===== src/rtl/mux_arb_n.sv =====
// N-input registered multiplexer with per-channel valid/ready handshake.
// Channel selection is by external select, fixed priority or round-robin (MODE).
// The granted word is captured into a one-deep output register with its channel index.
module mux_arb_n #(
    parameter int N     = 4,
    parameter int WIDTH = 8,
    parameter int MODE  = 2,
    parameter int SELW  = $clog2(N)
) (
    input  logic               clk_i,
    input  logic               reset_n,
    input  logic [SELW-1:0]    sel_i,
    input  logic [N-1:0]       in_valid_i,
    input  logic [N*WIDTH-1:0] in_data_i,
    output logic [N-1:0]       in_ready_o,
    output logic               out_valid_o,
    output logic [WIDTH-1:0]   out_data_o,
    output logic [SELW-1:0]    out_chan_o,
    input  logic               out_ready_i
);

    logic             out_valid_q, out_valid_d;
    logic [WIDTH-1:0] out_data_q,  out_data_d;
    logic [SELW-1:0]  out_chan_q,  out_chan_d;
    logic [SELW-1:0]  rr_ptr_q,    rr_ptr_d;

    logic             load_en;
    logic             gnt_found;
    logic [SELW-1:0]  gnt_idx;
    logic [WIDTH-1:0] gnt_data;
    logic             xfer;

    // Round-robin search runs on the request vector rotated so rr_ptr sits at bit 0;
    // the offset of the first set bit is then added back with wrap modulo N.
    logic [2*N-1:0]   vld_rot2;
    logic [N-1:0]     vld_rot;
    logic [SELW:0]    rr_ofs;
    logic [SELW:0]    rr_sum;

    assign load_en = !out_valid_q || out_ready_i;

    // Grant selection for the configured arbitration mode
    always_comb begin
        gnt_found = 1'b0;
        gnt_idx   = '0;
        vld_rot2  = {in_valid_i, in_valid_i} >> rr_ptr_q;
        vld_rot   = vld_rot2[N-1:0];
        rr_ofs    = '0;
        rr_sum    = '0;
        if (MODE == 0) begin
            // sel_i values >= N never match any k, so they never grant
            for (int k = 0; k < N; k++) begin
                if ((SELW'(k) == sel_i) && in_valid_i[k]) begin
                    gnt_found = 1'b1;
                    gnt_idx   = SELW'(k);
                end
            end
        end else if (MODE == 1) begin
            for (int k = N - 1; k >= 0; k--) begin
                if (in_valid_i[k]) begin
                    gnt_found = 1'b1;
                    gnt_idx   = SELW'(k);
                end
            end
        end else begin
            for (int k = N - 1; k >= 0; k--) begin
                if (vld_rot[k]) begin
                    gnt_found = 1'b1;
                    rr_ofs    = (SELW + 1)'(k);
                end
            end
            rr_sum = {1'b0, rr_ptr_q} + rr_ofs;
            if (rr_sum >= (SELW + 1)'(N)) begin
                rr_sum = rr_sum - (SELW + 1)'(N);
            end
            gnt_idx = rr_sum[SELW-1:0];
        end
    end

    // Data mux for the granted channel and one-hot ready (forced low while in reset)
    always_comb begin
        gnt_data   = '0;
        in_ready_o = '0;
        for (int k = 0; k < N; k++) begin
            if (gnt_idx == SELW'(k)) begin
                gnt_data      = in_data_i[k*WIDTH +: WIDTH];
                in_ready_o[k] = reset_n && load_en && gnt_found;
            end
        end
    end

    assign xfer = gnt_found && load_en;

    // Next-state for the output stage and round-robin pointer
    always_comb begin
        out_valid_d = out_valid_q;
        out_data_d  = out_data_q;
        out_chan_d  = out_chan_q;
        rr_ptr_d    = rr_ptr_q;
        if (xfer) begin
            out_valid_d = 1'b1;
            out_data_d  = gnt_data;
            out_chan_d  = gnt_idx;
            if (MODE == 2) begin
                rr_ptr_d = (gnt_idx == SELW'(N - 1)) ? '0 : gnt_idx + 1'b1;
            end
        end else if (out_ready_i) begin
            out_valid_d = 1'b0;
        end
    end

    // State registers; async reset discards any pending output word
    always_ff @(posedge clk_i or negedge reset_n) begin
        if (!reset_n) begin
            out_valid_q <= 1'b0;
            out_data_q  <= '0;
            out_chan_q  <= '0;
            rr_ptr_q    <= '0;
        end else begin
            out_valid_q <= out_valid_d;
            out_data_q  <= out_data_d;
            out_chan_q  <= out_chan_d;
            rr_ptr_q    <= rr_ptr_d;
        end
    end

    assign out_valid_o = out_valid_q;
    assign out_data_o  = out_data_q;
    assign out_chan_o  = out_chan_q;

endmodule


===== config.mk =====
export PLATFORM = sky130hd
export DESIGN_NAME = mux_arb_n
export DESIGN_NICKNAME = d
export VERILOG_FILES = /design/src/rtl/mux_arb_n.sv
export SDC_FILE = /design/constraint.sdc
export NUM_CORES = 1
export LEC_CHECK = 0
export ABC_AREA = 0
export CORE_AREA = 2 2 58 60
export CTS_BUF_LIST = sky130_fd_sc_hd__clkbuf_8 sky130_fd_sc_hd__clkbuf_16
export CTS_CLUSTER_DIAMETER = 80
export CTS_CLUSTER_SIZE = 28
export DETAILED_ROUTE_END_ITERATION = 10
export DIE_AREA = 0 0 60 62
export PLACE_DENSITY = 0.69
export SKIP_LAST_GASP = 1
export SYNTH_ARGS = -nofsm -noshare
export SYNTH_HDL_FRONTEND = slang
export SYNTH_SLANG_ARGS = --single-unit

===== constraint.sdc =====
create_clock -name clk_i -period 2.83 [get_ports clk_i]
set_input_delay 0.566 -clock clk_i [delete_from_list [all_inputs] [get_ports clk_i]]
set_output_delay 0.566 -clock clk_i [all_outputs]
set_load 0.1 [all_outputs]

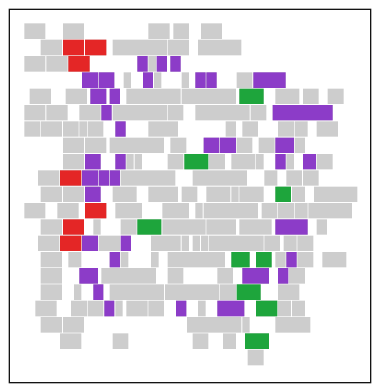
Fig. 1. Selected gate families (run 1).
Scale: 6 px per um.
| colour | family | cells |
|---|---|---|
| green | and/or cells | 9 |
| red | non-inverting ao/oa cells | 7 |
| purple | aoi and oai cells | 37 |

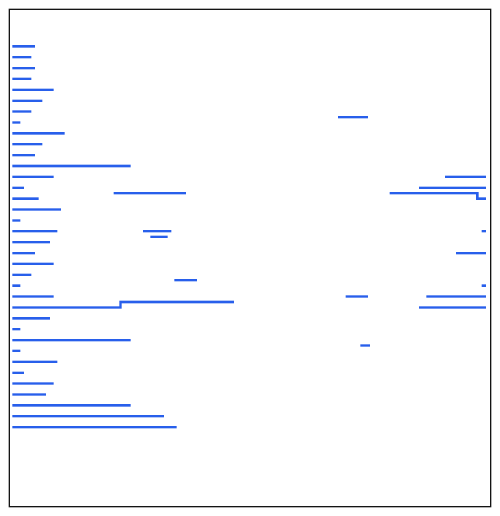
Fig. 2. Signal wires on met3 (run 1).
Scale: 8 px per um.
main direction: horizontal
nets with wire on the layer: 49
wire length on this layer: 271 um
share of all routed wire: 8.0%
longest straight run: 20.2 um

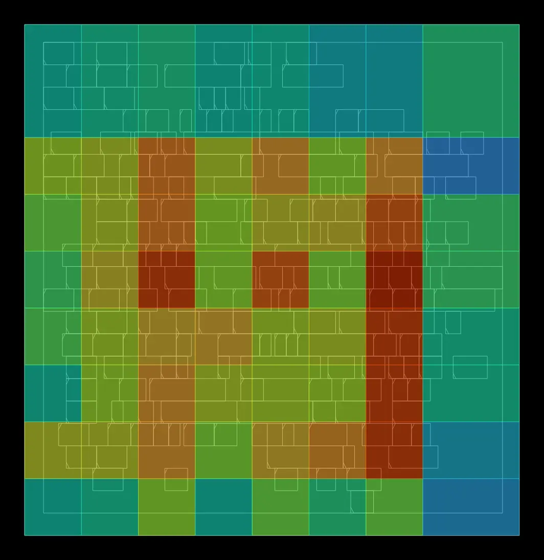
Fig. 3. Routing congestion map (run 1).
post-detailed-route wirelength per cell: 14.4 um
GRT Total Usage: 0.182

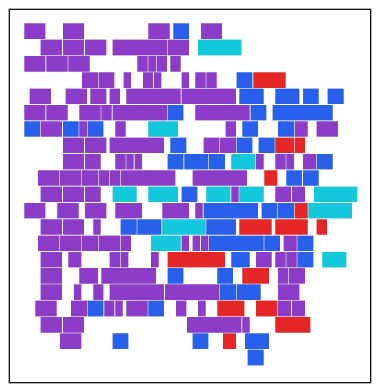
Fig. 4. Drive-strength map (run 1).
Scale: 6 px per um.
| colour | size | cells |
|---|---|---|
| purple | x1 and smaller | 120 |
| cyan | x6 and larger | 12 |
| blue | x3 and x4 | 45 |
| red | x2 | 14 |

==> results.sh, run 1 <==
# yosys + openroad results
export IMPL_dpl_cell_area_um2=1750
export IMPL_root_buffer="clkbuf_8"
export IMPL_min_to="out_chan_o[1]$_DFFE_PN0P_"
export IMPL_grt_pass1_vias=1192
export IMPL_tns_ps=-1470
export IMPL_crit_arrival_ps=2520
export IMPL_first_iter_violations=48
export IMPL_pre_cts_slack_ps=-800
export IMPL_async_flop_share=1.00
export IMPL_largest_reg_flops=8
export IMPL_drv_cap=0
export IMPL_timing_rr_end="out_data_o[3]$_DFFE_PN0P_"
export IMPL_antenna_found_initial=0
export IMPL_cp_num_cells=11
export IMPL_grt_pass1_wl_um=5060
export IMPL_finalSetupViolCount=12
export IMPL_finish_net_count=238
export IMPL_clk_pin_slew_ps=50
export IMPL_gp_congestion=0.779
export IMPL_dpl_cell_count=229
export IMPL_taps=46
export IMPL_warning_count=34
export IMPL_syn_inst=117
export IMPL_yosysWarnings=0
export IMPL_adder_share=0.0629
export IMPL_post_route_util=0.599
export IMPL_dr_wl_met3_um=271
export IMPL_numCtsBuffers=3
export IMPL_path_cells="buf_6 > buf_4 > o21ai_0 > o221ai_2 > ha_2 > xnor2_2 > and4_4 > or2_4 > ha_4 > and3_4 > buf_12"
export IMPL_ys_types=34
export IMPL_ant_nets=0
export IMPL_instances_no_fill=237
export IMPL_cts_max_path_buffers=2
export IMPL_slew_headroom=0.767
export IMPL_ys_top_cells_by_count="a21oi_1 (15), dfrtp_1 (13), nand2_1 (11), nor2_1 (10)"
export IMPL_gr_total_overflow=0
export IMPL_ff_count=13
export IMPL_required_ps=2260
export IMPL_final_area_um2=1900
export IMPL_dpl_hpwl_um=2550
export IMPL_violations="negative setup slack"
export IMPL_yosysTopAreaCellShare=0.327
export IMPL_setup_slack_ps=-254
export IMPL_syn_to_final_growth_pct=91.3
export IMPL_cp_start_kind="input port"
export IMPL_rsz0062_at_grt="yes"
export IMPL_viasPerCell=5.02
export IMPL_finalHoldViolations=0
export IMPL_clock_sinks=13
export IMPL_crit_end="in_ready_o[1]"
export IMPL_ys_flops=13
export IMPL_comb_share=0.379
export IMPL_grt_max_degree=17
export IMPL_fmax_mhz=324
export IMPL_wl_met1_um=1310
export IMPL_critical_path_buf_inv_count=3
export IMPL_path_max_fanout=6
export IMPL_syn_cell_area_um2=995
export IMPL_portBuffers=53
export IMPL_dieWidth_um=60
export IMPL_avgSynthCellArea_um2=8.50
export IMPL_hold_buffers=0
export IMPL_area_leaders="dfrtp_1 (33%), a21oi_1 (7.5%), a221o_1 (7.0%), ha_1 (6.3%), o211ai_1 (5.3%)"
export IMPL_clkCellAreaFrac=0.0237
export IMPL_hold_depth=2
export IMPL_ioPinCount=56
export IMPL_crit_family="simple AND/OR/NAND/NOR gates"
export IMPL_outcome="finished, violations left"
export IMPL_top_cell="a21oi_1"
export IMPL_row_count=21
export IMPL_simple_gate_share=0.216
export IMPL_clkbuf_count=3
export IMPL_vias=1189
export IMPL_clock_latency_ps=230
export IMPL_ys_sh_xor=0.00881
export IMPL_gr_usage_met3=0.0476
export IMPL_met2_length_um=1790
export IMPL_sh_seq_area=0.172
==> run 1 -> run 2 <==
--- a/constraint.sdc
+++ b/constraint.sdc
@@ -3,2 +3,2 @@
 set_output_delay 0.566 -clock clk_i [all_outputs]
-set_load 0.1 [all_outputs]
+set_load 0.005 [all_outputs]
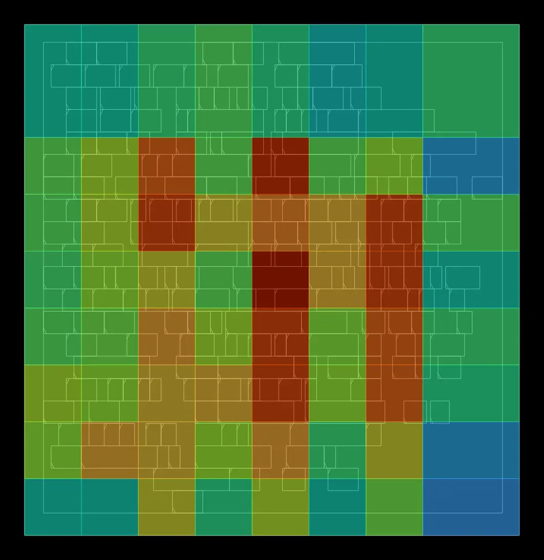
Fig. 5. Routing congestion map (run 2).
met1 Usage GRT: 0.227
GR peak layer: met2
GRT Total Usage: 0.197
GR Layer Usage met2: 0.337
Finished Core Util: 0.621

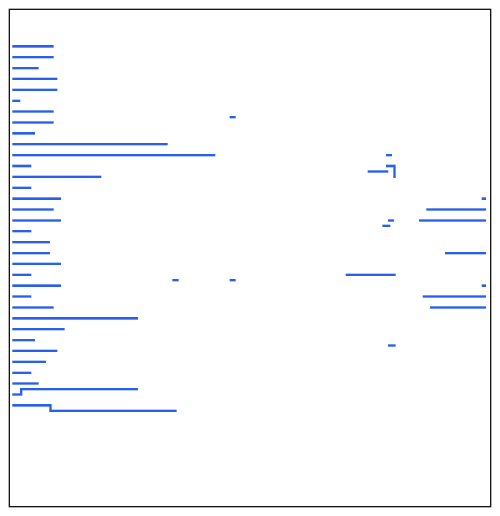
Fig. 6. Signal wires on met3 (run 2).
Scale: 8 px per um.
longest straight run: 25.1 um
wire length on this layer: 266 um
nets with wire on the layer: 47
share of all routed wire: 7.7%

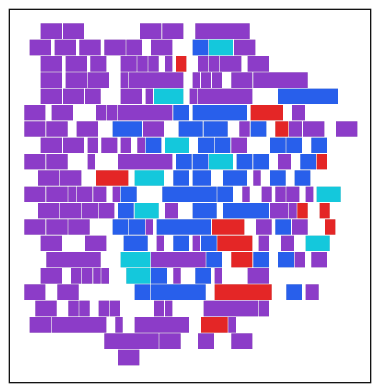
Fig. 7. Drive-strength map (run 2).
Scale: 6 px per um.
| colour | size | cells |
|---|---|---|
| red | x2 | 13 |
| blue | x3 and x4 | 45 |
| cyan | x6 and larger | 10 |
| purple | x1 and smaller | 133 |

==> results.sh, run 2 <==
# yosys + openroad results
export IMPL_outcome="finished, violations left"
export IMPL_violations="negative setup slack"
export IMPL_met2_length_um=1790
export IMPL_vias=1245
export IMPL_ys_types=34
export IMPL_h_tree_depth=1
export IMPL_syn_cell_area_um2=995
export IMPL_gp_congestion=0.847
export IMPL_gr_usage_met3=0.0476
export IMPL_gr_total_overflow=0
export IMPL_dpl_hpwl_um=2570
export IMPL_root_buffer="clkbuf_8"
export IMPL_hold_depth=2
export IMPL_ff_count=13
export IMPL_avgSynthCellArea_um2=8.50
export IMPL_slew_headroom=0.676
export IMPL_synth_edff_count=0
export IMPL_clk_pin_slew_ps=50
export IMPL_antenna_found_initial=0
export IMPL_cts_max_path_buffers=2
export IMPL_clkCellAreaFrac=0.0228
export IMPL_worstMarginPinSlew_ps=481
export IMPL_ys_top_cells_by_count="a21oi_1 (15), dfrtp_1 (13), nand2_1 (11), nor2_1 (10)"
export IMPL_finish_net_count=248
export IMPL_ant_nets=0
export IMPL_grt_max_degree=17
export IMPL_first_iter_violations=31
export IMPL_final_area_um2=1980
export IMPL_ioPinCount=56
export IMPL_rr_worst_depth=16
export IMPL_path_cells="or2b_1 > o221ai_1 > o21ai_1 > o221ai_2 > ha_2 > xnor2_2 > and4_4 > or2_4 > buf_6 > ha_4 > and3_4 > buf_6"
export IMPL_clkbuf_count=3
export IMPL_setup_slack_ps=-301
export IMPL_n_all_inverters=3
export IMPL_regArea_um2=327
export IMPL_rrSetupSlack_ps=-240
export IMPL_fp_util=0.313
export IMPL_post_route_drc_count=0
export IMPL_die_h_um=62
export IMPL_largest_reg_flops=8
export IMPL_crit_family="simple AND/OR/NAND/NOR gates"
export IMPL_async_flop_share=1.00
export IMPL_flop_cell="dfrtp_1"
export IMPL_critical_path_buf_inv_count=2
export IMPL_final_common_cell="clkdlybuf4s50_1"
export IMPL_period_used=1.11
export IMPL_cts_setup_buffers=5
export IMPL_yosysTopAreaCell="dfrtp_1"
export IMPL_cp_num_cells=12
export IMPL_dpl_cell_area_um2=1780
export IMPL_syn_to_final_growth_pct=98.6
export IMPL_cts_tree="done"
export IMPL_holdWs_ps=482
export IMPL_ys_sh_xor=0.00881
export IMPL_rsz0062_at_grt="yes"
export IMPL_clock_latency_ps=240
export IMPL_min_from="out_chan_o[1]$_DFFE_PN0P_"
export IMPL_logic_family="AND-OR/OR-AND gates"
export IMPL_viasPerCell=5.04
export IMPL_required_ps=2260
export IMPL_r2r_start="rr_ptr_q[0]$_DFFE_PN0P_"
export IMPL_clock_sinks=13
export IMPL_avgRoutedWirePerCell_um=13.9
export IMPL_cp_start_kind="flip-flop"
export IMPL_sh_seq_area=0.165
export IMPL_finalSetupViolCount=11
export IMPL_drv_cap=0
export IMPL_area_leaders="dfrtp_1 (33%), a21oi_1 (7.5%), a221o_1 (7.0%), ha_1 (6.3%), o211ai_1 (5.3%)"
export IMPL_fin_crit_ps=3130
export IMPL_adder_share=0.0629
export IMPL_comb_share=0.375
export IMPL_dpl_cell_count=238
export IMPL_hold_buffers=0
export IMPL_tns_ps=-2400
export IMPL_critPathCaptureType="primary output"
export IMPL_top_cell="a21oi_1"
export IMPL_instances_no_fill=247
export IMPL_yosysWarnings=0
export IMPL_ys_cells=117
export IMPL_pre_cts_slack_ps=-942
export IMPL_warning_count=34
export IMPL_crit_arrival_ps=2560
export IMPL_fmax_mhz=319
export IMPL_crit_end="in_ready_o[0]"
export IMPL_finalHoldViolations=0
export IMPL_dieWidth_um=60
export IMPL_row_count=21
export IMPL_min_to="out_chan_o[1]$_DFFE_PN0P_"
export IMPL_yosysTopAreaCellShare=0.327
export IMPL_timing_rr_end="out_data_o[7]$_DFFE_PN0P_"
export IMPL_hold_path_class="reg2reg"
export IMPL_numCtsBuffers=3
export IMPL_portBuffers=53
export IMPL_syn_inst=117
export IMPL_wl_met1_um=1330
export IMPL_finClkSkew_ps=1.22
export IMPL_path_max_fanout=6
export IMPL_ys_flops=13
export IMPL_taps=46
export IMPL_grt_pass1_wl_um=5380
export IMPL_dr_wl_met3_um=266
export IMPL_simple_gate_share=0.216
export IMPL_grt_pass1_vias=1233
